==> src/rtl/rgbw_pkg.sv <==
// Shared definitions for the RGBW fade ramp: duty width, default prescaler
// divisor and the ramp FSM state encoding.
package rgbw_pkg;

    localparam int DUTY_W       = 8;
    localparam int RATE_W       = 8;
    localparam int STEP_DIV_DEF = 256;

    typedef enum logic {
        IDLE = 1'b0,
        RAMP = 1'b1
    } state_e;

endpackage

==> src/rtl/rgbw_slew_chan.sv <==
// One colour channel of the fade ramp: a latched target and the duty that
// walks toward it one LSB per step. at_target_o looks at the values this
// channel will hold after the current edge, so the top can end the ramp on
// the same edge the final duty update lands.
module rgbw_slew_chan
    import rgbw_pkg::*;
#(
    parameter int W = DUTY_W
) (
    input  logic         clk,
    input  logic         rst_n,
    input  logic         load_i,
    input  logic         bypass_i,
    input  logic         step_i,
    input  logic [W-1:0] target_i,
    output logic [W-1:0] duty_o,
    output logic         at_target_o
);

    logic [W-1:0] tgt_q, tgt_d;
    logic [W-1:0] duty_q, duty_d;

    // A load captures a new target (and jumps in bypass); otherwise a step
    // moves the duty one LSB toward the target, never past it.
    always_comb begin
        tgt_d  = tgt_q;
        duty_d = duty_q;
        if (load_i) begin
            tgt_d = target_i;
            if (bypass_i) begin
                duty_d = target_i;
            end
        end else if (step_i) begin
            if (duty_q < tgt_q) begin
                duty_d = duty_q + W'(1);
            end else if (duty_q > tgt_q) begin
                duty_d = duty_q - W'(1);
            end
        end
    end

    // Target and duty registers; reset leaves the channel dark.
    always_ff @(posedge clk or negedge rst_n) begin
        if (!rst_n) begin
            tgt_q  <= '0;
            duty_q <= '0;
        end else begin
            tgt_q  <= tgt_d;
            duty_q <= duty_d;
        end
    end

    assign duty_o      = duty_q;
    assign at_target_o = (duty_d == tgt_d);

endmodule

==> src/rtl/rgbw_fade_ramp.sv <==
// Slew-rate limiter feeding the RGBW PWM stage. A shared prescaler and rate
// counter produce a step strobe that moves all four channel duties one LSB
// toward their latched targets; busy/done report the ramp status.
module rgbw_fade_ramp
    import rgbw_pkg::*;
#(
    parameter int STEP_DIV = STEP_DIV_DEF,
    parameter int W        = DUTY_W
) (
    input  logic              clk,
    input  logic              rst_n,
    input  logic [W-1:0]      target_r,
    input  logic [W-1:0]      target_g,
    input  logic [W-1:0]      target_b,
    input  logic [W-1:0]      target_w,
    input  logic [RATE_W-1:0] rate,
    input  logic              load,
    output logic [W-1:0]      duty_r,
    output logic [W-1:0]      duty_g,
    output logic [W-1:0]      duty_b,
    output logic [W-1:0]      duty_w,
    output logic              busy,
    output logic              done
);

    localparam int PW = $clog2(STEP_DIV);
    localparam logic [PW-1:0] PRESC_MAX = PW'(STEP_DIV - 1);

    state_e            state_q, state_d;
    logic [PW-1:0]     presc_q, presc_d;
    logic [RATE_W-1:0] rcnt_q, rcnt_d;
    logic [RATE_W-1:0] rate_q, rate_d;
    logic              done_q, done_d;

    logic              bypass;
    logic              tick;
    logic              step;
    logic              allAt;
    logic [3:0]        chanAt;

    assign bypass = (rate == '0);
    assign tick   = (state_q == RAMP) && (presc_q == PRESC_MAX);
    assign step   = tick && (rcnt_q == rate_q - RATE_W'(1));
    assign allAt  = &chanAt;

    rgbw_slew_chan #(.W(W)) u_chan_r (
        .clk(clk), .rst_n(rst_n), .load_i(load), .bypass_i(bypass), .step_i(step),
        .target_i(target_r), .duty_o(duty_r), .at_target_o(chanAt[0])
    );
    rgbw_slew_chan #(.W(W)) u_chan_g (
        .clk(clk), .rst_n(rst_n), .load_i(load), .bypass_i(bypass), .step_i(step),
        .target_i(target_g), .duty_o(duty_g), .at_target_o(chanAt[1])
    );
    rgbw_slew_chan #(.W(W)) u_chan_b (
        .clk(clk), .rst_n(rst_n), .load_i(load), .bypass_i(bypass), .step_i(step),
        .target_i(target_b), .duty_o(duty_b), .at_target_o(chanAt[2])
    );
    rgbw_slew_chan #(.W(W)) u_chan_w (
        .clk(clk), .rst_n(rst_n), .load_i(load), .bypass_i(bypass), .step_i(step),
        .target_i(target_w), .duty_o(duty_w), .at_target_o(chanAt[3])
    );

    // Next-state logic: loads restart the step timing, RAMP runs the
    // prescaler/rate counter, and the ramp ends when every channel lands.
    always_comb begin
        state_d = state_q;
        presc_d = '0;
        rcnt_d  = '0;
        rate_d  = rate_q;
        done_d  = 1'b0;
        if (load) begin
            rate_d = rate;
            if (bypass || allAt) begin
                state_d = IDLE;
                done_d  = 1'b1;
            end else begin
                state_d = RAMP;
            end
        end else if (state_q == RAMP) begin
            presc_d = tick ? '0 : presc_q + PW'(1);
            rcnt_d  = rcnt_q;
            if (tick) begin
                rcnt_d = step ? '0 : rcnt_q + RATE_W'(1);
            end
            if (step && allAt) begin
                state_d = IDLE;
                done_d  = 1'b1;
            end
        end
    end

    // Control registers; reset returns the block to an idle, dark state.
    always_ff @(posedge clk or negedge rst_n) begin
        if (!rst_n) begin
            state_q <= IDLE;
            presc_q <= '0;
            rcnt_q  <= '0;
            rate_q  <= '0;
            done_q  <= 1'b0;
        end else begin
            state_q <= state_d;
            presc_q <= presc_d;
            rcnt_q  <= rcnt_d;
            rate_q  <= rate_d;
            done_q  <= done_d;
        end
    end

    assign busy = (state_q == RAMP);
    assign done = done_q;

endmodule

==> config.mk <==
export PLATFORM = sky130hd
export DESIGN_NAME = rgbw_fade_ramp
export DESIGN_NICKNAME = d
export VERILOG_FILES = /design/src/rtl/rgbw_pkg.sv /design/src/rtl/rgbw_slew_chan.sv /design/src/rtl/rgbw_fade_ramp.sv
export SDC_FILE = /design/constraint.sdc
export NUM_CORES = 1
export LEC_CHECK = 0
export CORE_AREA = 4 4 148 150
export CTS_CLUSTER_DIAMETER = 80
export DETAILED_ROUTE_END_ITERATION = 8
export DIE_AREA = 0 0 152 154
export PLACE_DENSITY_LB_ADDON = 0.05
export SYNTH_ARGS = -nofsm -noshare
export SYNTH_HDL_FRONTEND = slang
export SYNTH_HIERARCHICAL = 1
export SYNTH_SLANG_ARGS = --single-unit
export TNS_END_PERCENT = 10
==> constraint.sdc <==
create_clock -name clk -period 16 [get_ports clk]
set_input_delay 3.2 -clock clk [delete_from_list [all_inputs] [get_ports clk]]
set_output_delay 3.2 -clock clk [all_outputs]
set_load 0.01 [all_outputs]
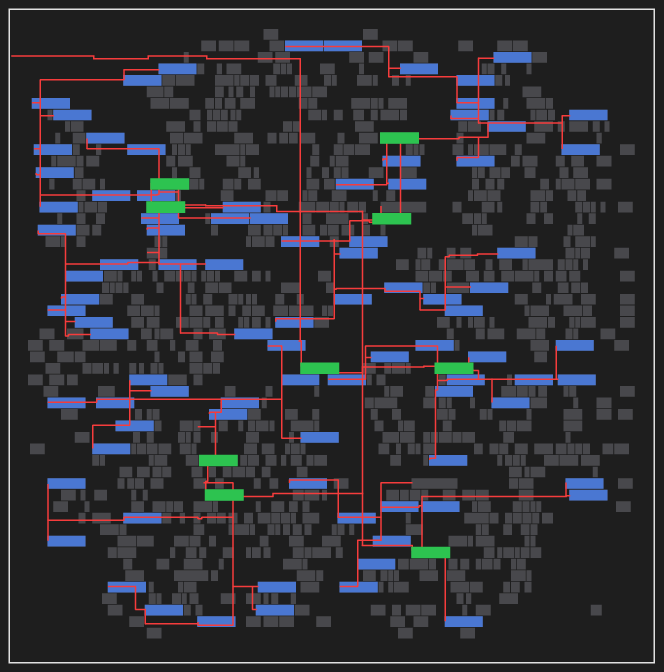
(clock distribution)
[red] clock wires | length: 1570 um
[blue] flip-flops | count: 90
[green] cells driving clock nets | count: 9
routed clock nets: 10
clock latency reported for the late side of the worst-skew pair: 0.35 ns
final clock skew: 0.0119 ns
fraction of power consumed by the clock network: 33.8%
Clock Power: 235 uW

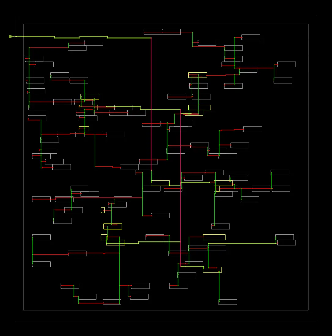
(the clock network)
final-layout clock buffer total: 10
TritonCTS buffer count: 9

==> run summary <==
Numbers from the implementation run.

The flow ran to the end, and the final reports show no timing, DRC or antenna violations. Sequential cells burn 39.1% of the power. In this run, power in combinational logic comes to around 190 uW. met3 track demand over resource after global routing is roughly 3.5%.

Looking at the critical path, the highest net fanout was 34. The cell type with the highest occurrence count on the critical path is or4_1. The share of cell area taken by multi-input logic gates is 54.3%.

The worst hold path belongs to the class reg -> reg. Leaving out fill and tap cells, the most frequent cell in the layout is dfrtp_1. Net switching is between 30% and 40% of the power. The largest part of the power goes to registers. For this run, asynchronously set or reset flops after synthesis account for 100%. The met2 capacity usage during global routing is ~28%.

The final hold violation count recorded for this run is 0. The number of antenna violations at the first check in global routing came to 0. The post-layout utilization of the core is between 40% and 50%.

The capture instance of the worst register-to-register path is busy$_DFF_PN0_. The detail route stage leaves a number of antenna-violating nets equal to 0. The floorplan-stage core utilization is 34.5%. The number of buffers inserted by post-CTS setup repair is 0. The number of synthesis warnings is 6.

The share of post-route cells with drive strength above 1 is under 10%. The post-synthesis to final-layout area growth is 18.5%. The finished layout holds 1180 standard cells, fillers aside. Non-clock buffers make up 9.28% of the layout cell area. The largest incremental delay on the critical path is between 0.5 and 0.6 ns.

The OpenROAD warning count is 30. The sink count of the clock tree is 90. The via count of the routed design is 6587. The area fraction of the largest cell type after synthesis is between 30% and 40%. The worst setup path category is in -> reg.

Detailed-route iteration 0 reported a violation count of approximately 380. Looking at the gate-level netlist, the highest instance count belongs to dfrtp_1. The routed design shows a wire length per standard cell of roughly 18 um. The synthesis run shows the most used standard cells to be 90 x dfrtp_1, 74 x nand2_1, 74 x nor2_1.

For this run, the script counts the antenna cells in the layout as 0. For reference, the critical path cell chain is clkdlybuf4s50_1, or4_1, nor2_2, buf_4, nand2_1, a31o_1, a311oi_1, xor2_1, or4_1, a2111o_1, nor4b_2, nand4_1, nor4_1, o21ai_0. The kind of cell with the highest combined delay on the critical path is simple AND/OR/NAND/NOR gates. Global routing consumed, on the met1 layer, between 20% and 30% of the routing resources. After routing the design area is roughly 8500 um^2. There are 90 flip-flops and latches. Yosys reported a register bit count of 90. The worst-case reg-to-reg path depth is 20.

The final max-slew violation count recorded for this run is 0. The number of distinct standard cells referenced by the synthesized netlist is about 71. By area, multi-input combinational cells come first. The tap cell count is 275. The multi-input combinational cells in the finished layout cover a total of between 4000 and 5000 um^2. Per the final report, the share of cell area in clock cells is around 3.8%. The startpoint kind of the worst setup timing path is an input pin. The flow reported a cell area power density of around 82 nW/um^2. The peak clock frequency supported by timing is around 0.14 GHz.

The worst setup slack after layout is between 8 and 9 ns. Among all flip-flop cells after synthesis, the most frequent one is dfrtp_1. In this run the core area contains between 50 and 60 standard-cell rows.

The timing startpoint of the critical path is rate[5]. The maximum VDD drop is ~0.000057 V. The OpenROAD report gives the critical path a data arrival time of roughly 7.5 ns. The routed design shows a via density per instance of about 5.6. The layer with the highest usage is met2. The static leakage power is ~3.5 nW. The count of buffering cells on the critical path with inverters included is 2. For the final routed database, the setup TNS stands at 0 ns.

The area of the die is between 20000 and 25000 um^2. Ranked by total cell area, the synthesized netlist is headed by dfrtp_1 32%, ha_1 7.5%, o21ai_0 4.3%. Per the STA report, the cell with the highest stage delay on the worst path is or4_1. The part of the cycle the worst path needs is ~46%. The wire length of the first global-routing pass is 34200 um.

TritonRoute reported its final design rule violation total as 0. Setup repair after global routing left no endpoint under its margin. The area reported by Yosys stat is 7140 um^2. The internal power is about 470 uW. The global-route total usage across every layer is about 18%. The core area is between 20000 and 25000 um^2. The post-cts hold buffer count is 0. Of the synthesized area, sequential elements account for approximately a third. Data on the critical path is required at its endpoint by 16.22 ns. Entering global routing, the biggest net connects around 75 pins. The synthesized design contains 0 enable-type register cells. The count of fill cells added during filler insertion is about 2100.

The layout has roughly 80 buffers outside the clock class. For this design, Yosys synthesis ends with a cell count of 842. The worst slew margin relative to its limit is between 30 and 40%. After layout, the design draws a total of ~690 uW. The number of max-capacitance violations reported is 0. The synthesized area per cell is 8.48 um^2. Counting every instance in the synthesized netlist gives 842. The timing report gives the clock slew at the launch and capture registers of the worst setup and hold paths as ~0.07 ns.

The maximum root-to-sink buffer count is 2. The end point of the most critical hold path is presc_q[0]$_DFF_PN0_. The net load switching power is 226 uW. The area of the mapped netlist is just over 7000 um^2.

Across all register-to-register paths, the minimum setup slack is ~10 ns. The final critical delay including setup and external delays is 7.31 ns. The total detailed-routing wirelength is a little over 20000 um.

Per the layout area report, the register area comes to approximately 2300 um^2. The post-layout net count is 987. The power report lists the sequential group at around 270 uW. The number of cells on the critical path is 14. TritonCTS built the clock tree.

The number of primary I/O pins is 77. After layout, the inverter instance count without clock inverters stands at roughly 45. The final report lists the setup-violating endpoint count as 0. For the worst min-delay path, the startpoint reported by OpenROAD is presc_q[0]$_DFF_PN0_.

The worst setup slack after placement is ~8.3 ns. At the pin with the least slew margin, the transition time is about 1 ns. For this run the aggregate overflow at the end of global routing stands at 0. The flow reports that combinational logic draws 27.0% of the design power. The via count of the first global-routing pass is between 6000 and 7000. At floorplan, the net count of the design was reported as 928. The type of element capturing the critical path is a flop.

Summing all placed instances gives a cell area of between 8000 and 9000 um^2. The number of H-tree levels is 3. Of all cell types, the one taking the most synthesized area is dfrtp_1.

The count of TritonRoute iterations in the first routing pass is 5. Counting tap cells, the placed design contains a total of roughly 1200 instances. Detailed placement finished with a half-perimeter wire length of ~15000 um. Looking at the clock tree report, the root buffer type is clkbuf_16. The layout report gives the register share of total cell area as between 20% and 30%. The number of logic gates is slightly below 700. The final estimated routing congestion in global placement is 0.852. The launch point of the worst register-to-register path is recorded as rate_q[0]$_DFFE_PN0P_. The post-cts resize count is 0.

The top cell types in the final layout, fill and taps aside, are 90 x dfrtp_1, 74 x nand2_1, 74 x clkdlybuf4s50_1. The last element of the critical path is busy$_DFF_PN0_. The worst slack on hold paths is slightly below 0.5 ns. Hold analysis shows the worst path with a depth of 1.
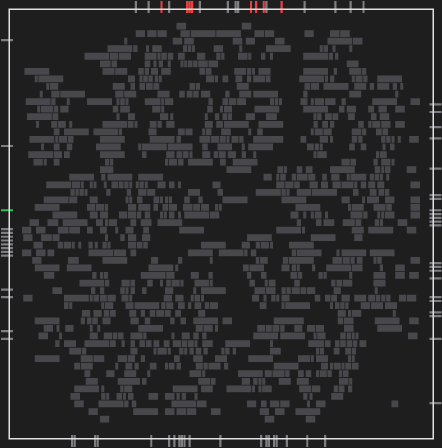
(pin placement)
Pins as bars across the die edge, other pins in grey.
| colour | port | pins | direction | edge |
|---|---|---|---|---|
| green | done | 1 | output | west |
| red | duty_g | 8 | output | north |
all pins by edge: 22 east, 20 north, 20 south, 15 west
number of input and output port buffers inserted: 76
die width: 152 um
die height: 154 um

## cell families (layout without fill, tap and decap cells)
| kind of cell | count (synthesis) | after routing | synth area share [%] |
|---|---|---|---|
| AND/OR/NAND/NOR | 343 | 343 | 26.0 |
| buffers and inverters | 77 | 140 | 4.20 |
| adder cells (fa/ha/maj) | 43 | 43 | 7.53 |
| XOR/XNOR | 51 | 51 | 6.44 |
| flip-flops | 90 | 90 | 31.5 |
| AND-OR/OR-AND | 214 | 214 | 20.8 |
| multiplexers | 24 | 24 | 3.59 |
## layer usage
layer | vias up | part of all wire (%)
met5 | - | 0
met4 | 0 | 2.7
met3 | 32 | 4.7
met2 | 161 | 45
met1 | 3176 | 48
li1 | 3218 | -
Power figures rest on the tool's default switching activity, not on a simulated workload.
